Run 1, PDN straps and rails:
The bar under the picture is 50 um long. Pins as bars on the die edge. Tap cells in grey.
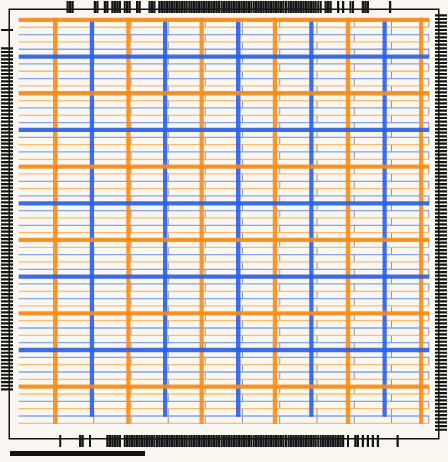
Run 1, zoomed window:
Window x 107 to 132, y 27 to 52 um. Cells in grey, sequential cells in the stronger grey; small squares are vias.
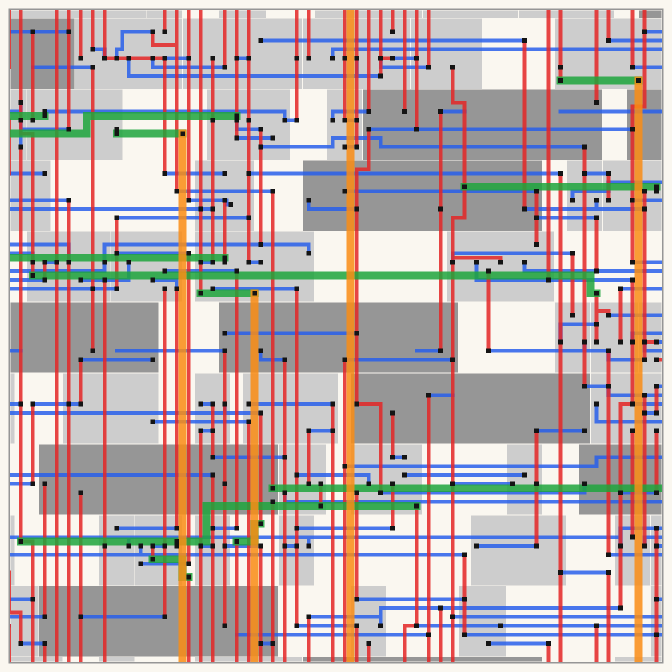
Run 1, routing congestion:
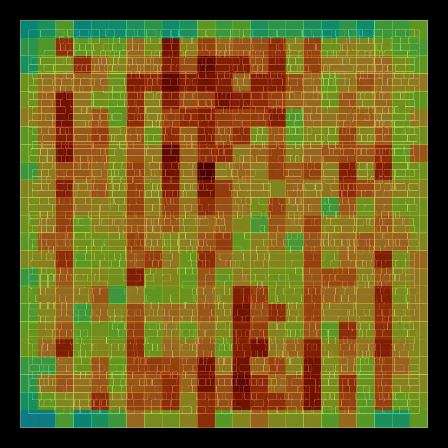
Run 1, metal layers overlaid:
Only two layers are drawn.
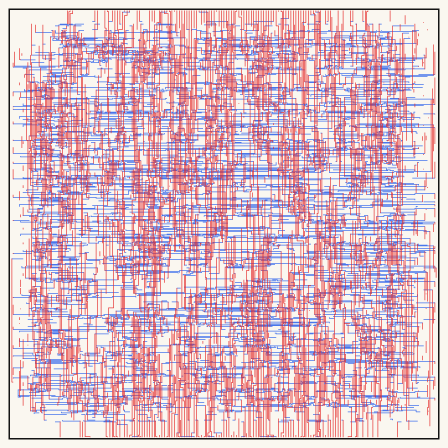
==> config.mk <==
export PLATFORM = sky130hd
export DESIGN_NAME = frame_buffer_writer
export DESIGN_NICKNAME = d
export VERILOG_FILES = /design/src/rtl/frame_buffer_writer.sv
export SDC_FILE = /design/constraint.sdc
export NUM_CORES = 1
export LEC_CHECK = 0
export CORE_MARGIN = 3
export CORE_UTILIZATION = 49
export DETAILED_ROUTE_END_ITERATION = 7
export GPL_ROUTABILITY_DRIVEN = 0
export GPL_TIMING_DRIVEN = 0
export PLACE_DENSITY_LB_ADDON = 0.08
export REMOVE_ABC_BUFFERS = 1
export SLEW_MARGIN = 20
export SYNTH_ARGS = -nofsm -noshare
export SYNTH_HDL_FRONTEND = slang
export SYNTH_SLANG_ARGS = --single-unit
==> constraint.sdc <==
create_clock -name i_clock -period 14.6 [get_ports i_clock]
set_input_delay 2.92 -clock i_clock [delete_from_list [all_inputs] [get_ports i_clock]]
set_output_delay 2.92 -clock i_clock [all_outputs]
set_load 0.01 [all_outputs]
==> impl_metrics.toml, run 1 <==
# generated from flow reports
[route]
drt-pass1-iter-count = 6
m1WireLength_um = 17900
routed-wl-met3_um = 4100
residual_antenna_violating_net_count_after_detailed_routing = 0

[min_path]
min_delay_path_depth = 1

[finish]
ff_latch_area_um2 = 5310
nonClkBufAreaFrac = 0.275
final_layout_top_logic_cell = "sky130_fd_sc_hd__clkdlybuf4s50_1"
layout.nets = 1862
layout.area.top_class = "multi-input combinational cells"
design_area_um2 = 17000
proportion_of_cell_area_occupied_by_multi_input_gates = 0.337
largest_register_ffs = 192
fin_cells = 1981
nMultiInputCombCells = 946
post_route_cells_drive_above_1_share = 0.0956
clkbuf_count = 39

[place]
dp_hpwl_um = 33100
place_inst = 1932
placed_area_um2 = 16100

[logic_synthesis]
synthFlopType = "sky130_fd_sc_hd__dfrtp_1"
synth_cell_type_count = 64
yosysSeqAreaShare = 0.464
synth.cellmix.adderShare = 0.00657
synth.cellmix.compoundShare = 0.300
async_set_or_reset_flop_fraction_in_the_synthesized_netlist = 1.00
mux_area_frac = 0.0125
ys_warn_count = 0
synth_area_per_cell_um2 = 9.01
synth.top_cell.area_share = 0.464
yosys.area_share.simple = 0.173

[outcome]
run_status = "completed"

[power_and_ir_drop]
pwr.group.combinational_mw = 1.78
static-leakage-power_nw = 6.41
top_power_group = "combinational logic"
power.internal_mw = 2.15
share_clk_of_total_power = 0.182
power_mw = 3.52

[clock_tree]
clk_root_buffer_cell = "sky130_fd_sc_hd__clkbuf_16"
cts-buffers-inserted = 24
clkSinkCount = 212
clk_path_buf_depth = 3
worst_skew_pair.late_latency_ns = 0.52
clk_pin_slew_worst_paths_ns = 0.06
ctsHoldBuffers = 0
post-cts-setup-buffers = 0

[global_routing]
grt_antenna_before_repair = 5
met2_usage = 0.558
grt.met1_usage = 0.444
overflow = 0

[setup_path]
worstRegToRegCells = 7
cp_bufs_invs = 2
critical-path-slowest-cell = "sky130_fd_sc_hd__clkdlybuf4s50_1"
cp_slowest_stage_delay_ns = 0.61
worst-path-stages = 3
critical_path.startpoint_type = "input port"
worst_setup_path_class = "in -> out"
path_cells = "clkdlybuf4s50_1, nor4_1, clkdlybuf4s50_1"

[sta]
postLayoutSetupSlackWorst_ns = 7.28

[floorplan]
rows = 55
floorplan.initialDensity = 0.502
Back to the opening pictures, 'PDN straps and rails':
legend:
  VDD:
    colour: blue
  VSS:
    colour: orange
rows: 55
met4 straps: 11
met1 rails: 56
tap cells: 313
Placeable Area: 22800 um^2
width of the chip: 159 um
Worst IR Drop VDD: 0.000121 V
die height: 159 um

Back to the opening pictures, 'zoomed window':
legend:
  M2:
    colour: red
  M3:
    colour: green
  M1:
    colour: blue
  M4:
    colour: orange
sequential cells in the window: 7
most frequent: dfrtp_1 (7), nor2_1 (6), nand2_1 (5)
cells with their middle in the window: 39

Back to the opening pictures, 'routing congestion':
Wirelength per Cell: 23.2 um
routing layer with the top usage in global route: met2
all-layer global routing usage: 0.346

Back to the opening pictures, 'metal layers overlaid':
legend:
  M2:
    colour: red
    wire_length: 21.6 mm
  M1:
    colour: blue
    wire_length: 17900 um
final wirelength: 45900 um
via count: 12400

==> run 1 -> run 2 <==
CORE_UTILIZATION = 46   (was 49)
clock period = 7.09 ns   (was 14.6 ns; I/O delays follow)
==> run 2 against run 1 <==
  * Routed wire length is 0.16% lower
  * Non-clock buffer count stayed put
  * Sequential cell count unchanged
  * Register-to-register slack got worse by 7.5 ns
  * Setup slack worse by 4.3 ns
  * Die size is 6.3% higher
  * Combinational power rose by 110%
  * Largest power group unchanged
==> impl_metrics.toml, run 2 <==
# generated from flow reports
[setup_path]
critical-path-slowest-cell = "sky130_fd_sc_hd__clkdlybuf4s50_1"
cp_bufs_invs = 2
critical_path.startpoint_type = "input port"
path_cells = "clkdlybuf4s50_1, nor4_1, clkdlybuf4s50_1"
worst_setup_path_class = "in -> out"
worst-path-stages = 3
worstRegToRegCells = 7

[clock_tree]
clk_root_buffer_cell = "sky130_fd_sc_hd__clkbuf_16"
clk_pin_slew_worst_paths_ns = 0.06
clkSinkCount = 212
clk_path_buf_depth = 3
cts-buffers-inserted = 25
ctsHoldBuffers = 0
worst_skew_pair.late_latency_ns = 0.53

[logic_synthesis]
yosys.area_share.simple = 0.173
synth.cellmix.adderShare = 0.00657
synth_cell_type_count = 64
yosysSeqAreaShare = 0.464
synthFlopType = "sky130_fd_sc_hd__dfrtp_1"
netlist_top_cells_count = "sky130_fd_sc_hd__nor2_1, sky130_fd_sc_hd__dfrtp_1, sky130_fd_sc_hd__a21oi_1"
synth.cellmix.compoundShare = 0.300
mux_area_frac = 0.0125
numSynthFlops = 212
ys_warn_count = 0
async_set_or_reset_flop_fraction_in_the_synthesized_netlist = 1.00
synth_area_per_cell_um2 = 9.01

[global_routing]
grt_antenna_before_repair = 3
grtUsageTotal = 0.330
grt.met1_usage = 0.421
met2_usage = 0.542
global_route.peak_usage_layer = "met2"
overflow = 0

[route]
drt-pass1-iter-count = 5
residual_antenna_violating_net_count_after_detailed_routing = 0
routed-wl-met3_um = 3890
route.detailed.wl_per_inst_um = 23.0
m1WireLength_um = 18100
finalWirelength_um = 45800

[finish]
layout.area.top_class = "multi-input combinational cells"
nMultiInputCombCells = 946
post_route_cells_drive_above_1_share = 0.0939
design_area_um2 = 17000
layout.nets = 1863
final_layout_top_logic_cell = "sky130_fd_sc_hd__clkdlybuf4s50_1"
fin_cells = 1988
nonClkBufAreaFrac = 0.277
proportion_of_cell_area_occupied_by_multi_input_gates = 0.337
clkbuf_count = 36

[min_path]
min_delay_path_depth = 1
worst_min_delay_path_class = "reg -> reg"

[power_and_ir_drop]
power_mw = 7.20
power.internal_mw = 4.37
pg_seq_mw = 2.27
top_power_group = "combinational logic"
static-leakage-power_nw = 6.40

[floorplan]
floorplan.initialDensity = 0.469
die_height_um = 164
rows = 57
fp.dieW_um = 164

[sta]
timing_worst_slew_pin_value_ns = 1.14
postLayoutSetupSlackWorst_ns = 2.94

[outcome]
run_status = "completed"

[place]
dp_hpwl_um = 32800
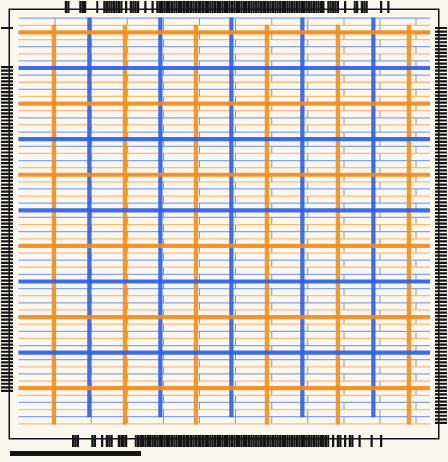
Run 2: PDN straps and rails
The bar under the picture is 50 um long. Pins as bars on the die edge. Tap cells in grey.
legend:
  VDD:
    colour: blue
  VSS:
    colour: orange
met4 straps: 11
met1 rails: 58
Placeable Area: 24400 um^2
Worst IR Drop VDD: 0.000243 V

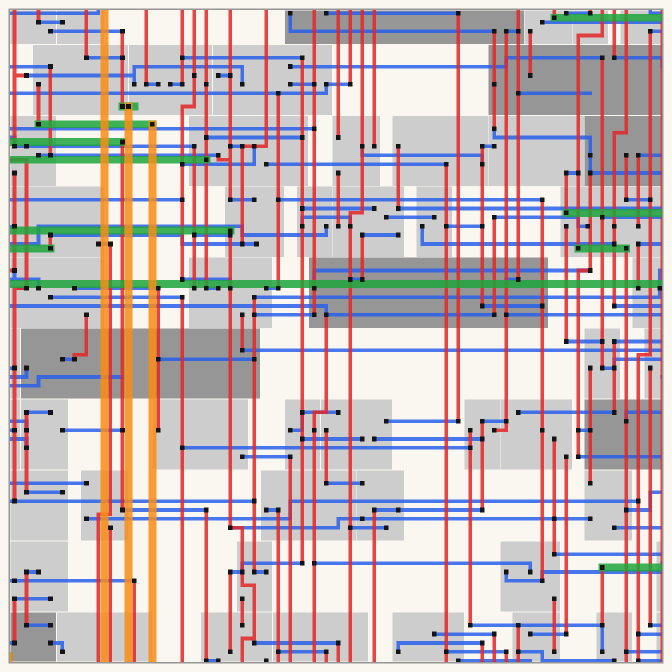
Run 2: zoomed window
Window x 110 to 135, y 28 to 53 um. Cells in grey, sequential cells in the stronger grey; small squares are vias.
legend:
  M2:
    colour: red
  M3:
    colour: green
  M4:
    colour: orange
  M1:
    colour: blue
most frequent: clkdlybuf4s50_1 (9), nor2_1 (6)
sequential cells in the window: 3
cells with their middle in the window: 40

Power and IR drop assume default switching activity.
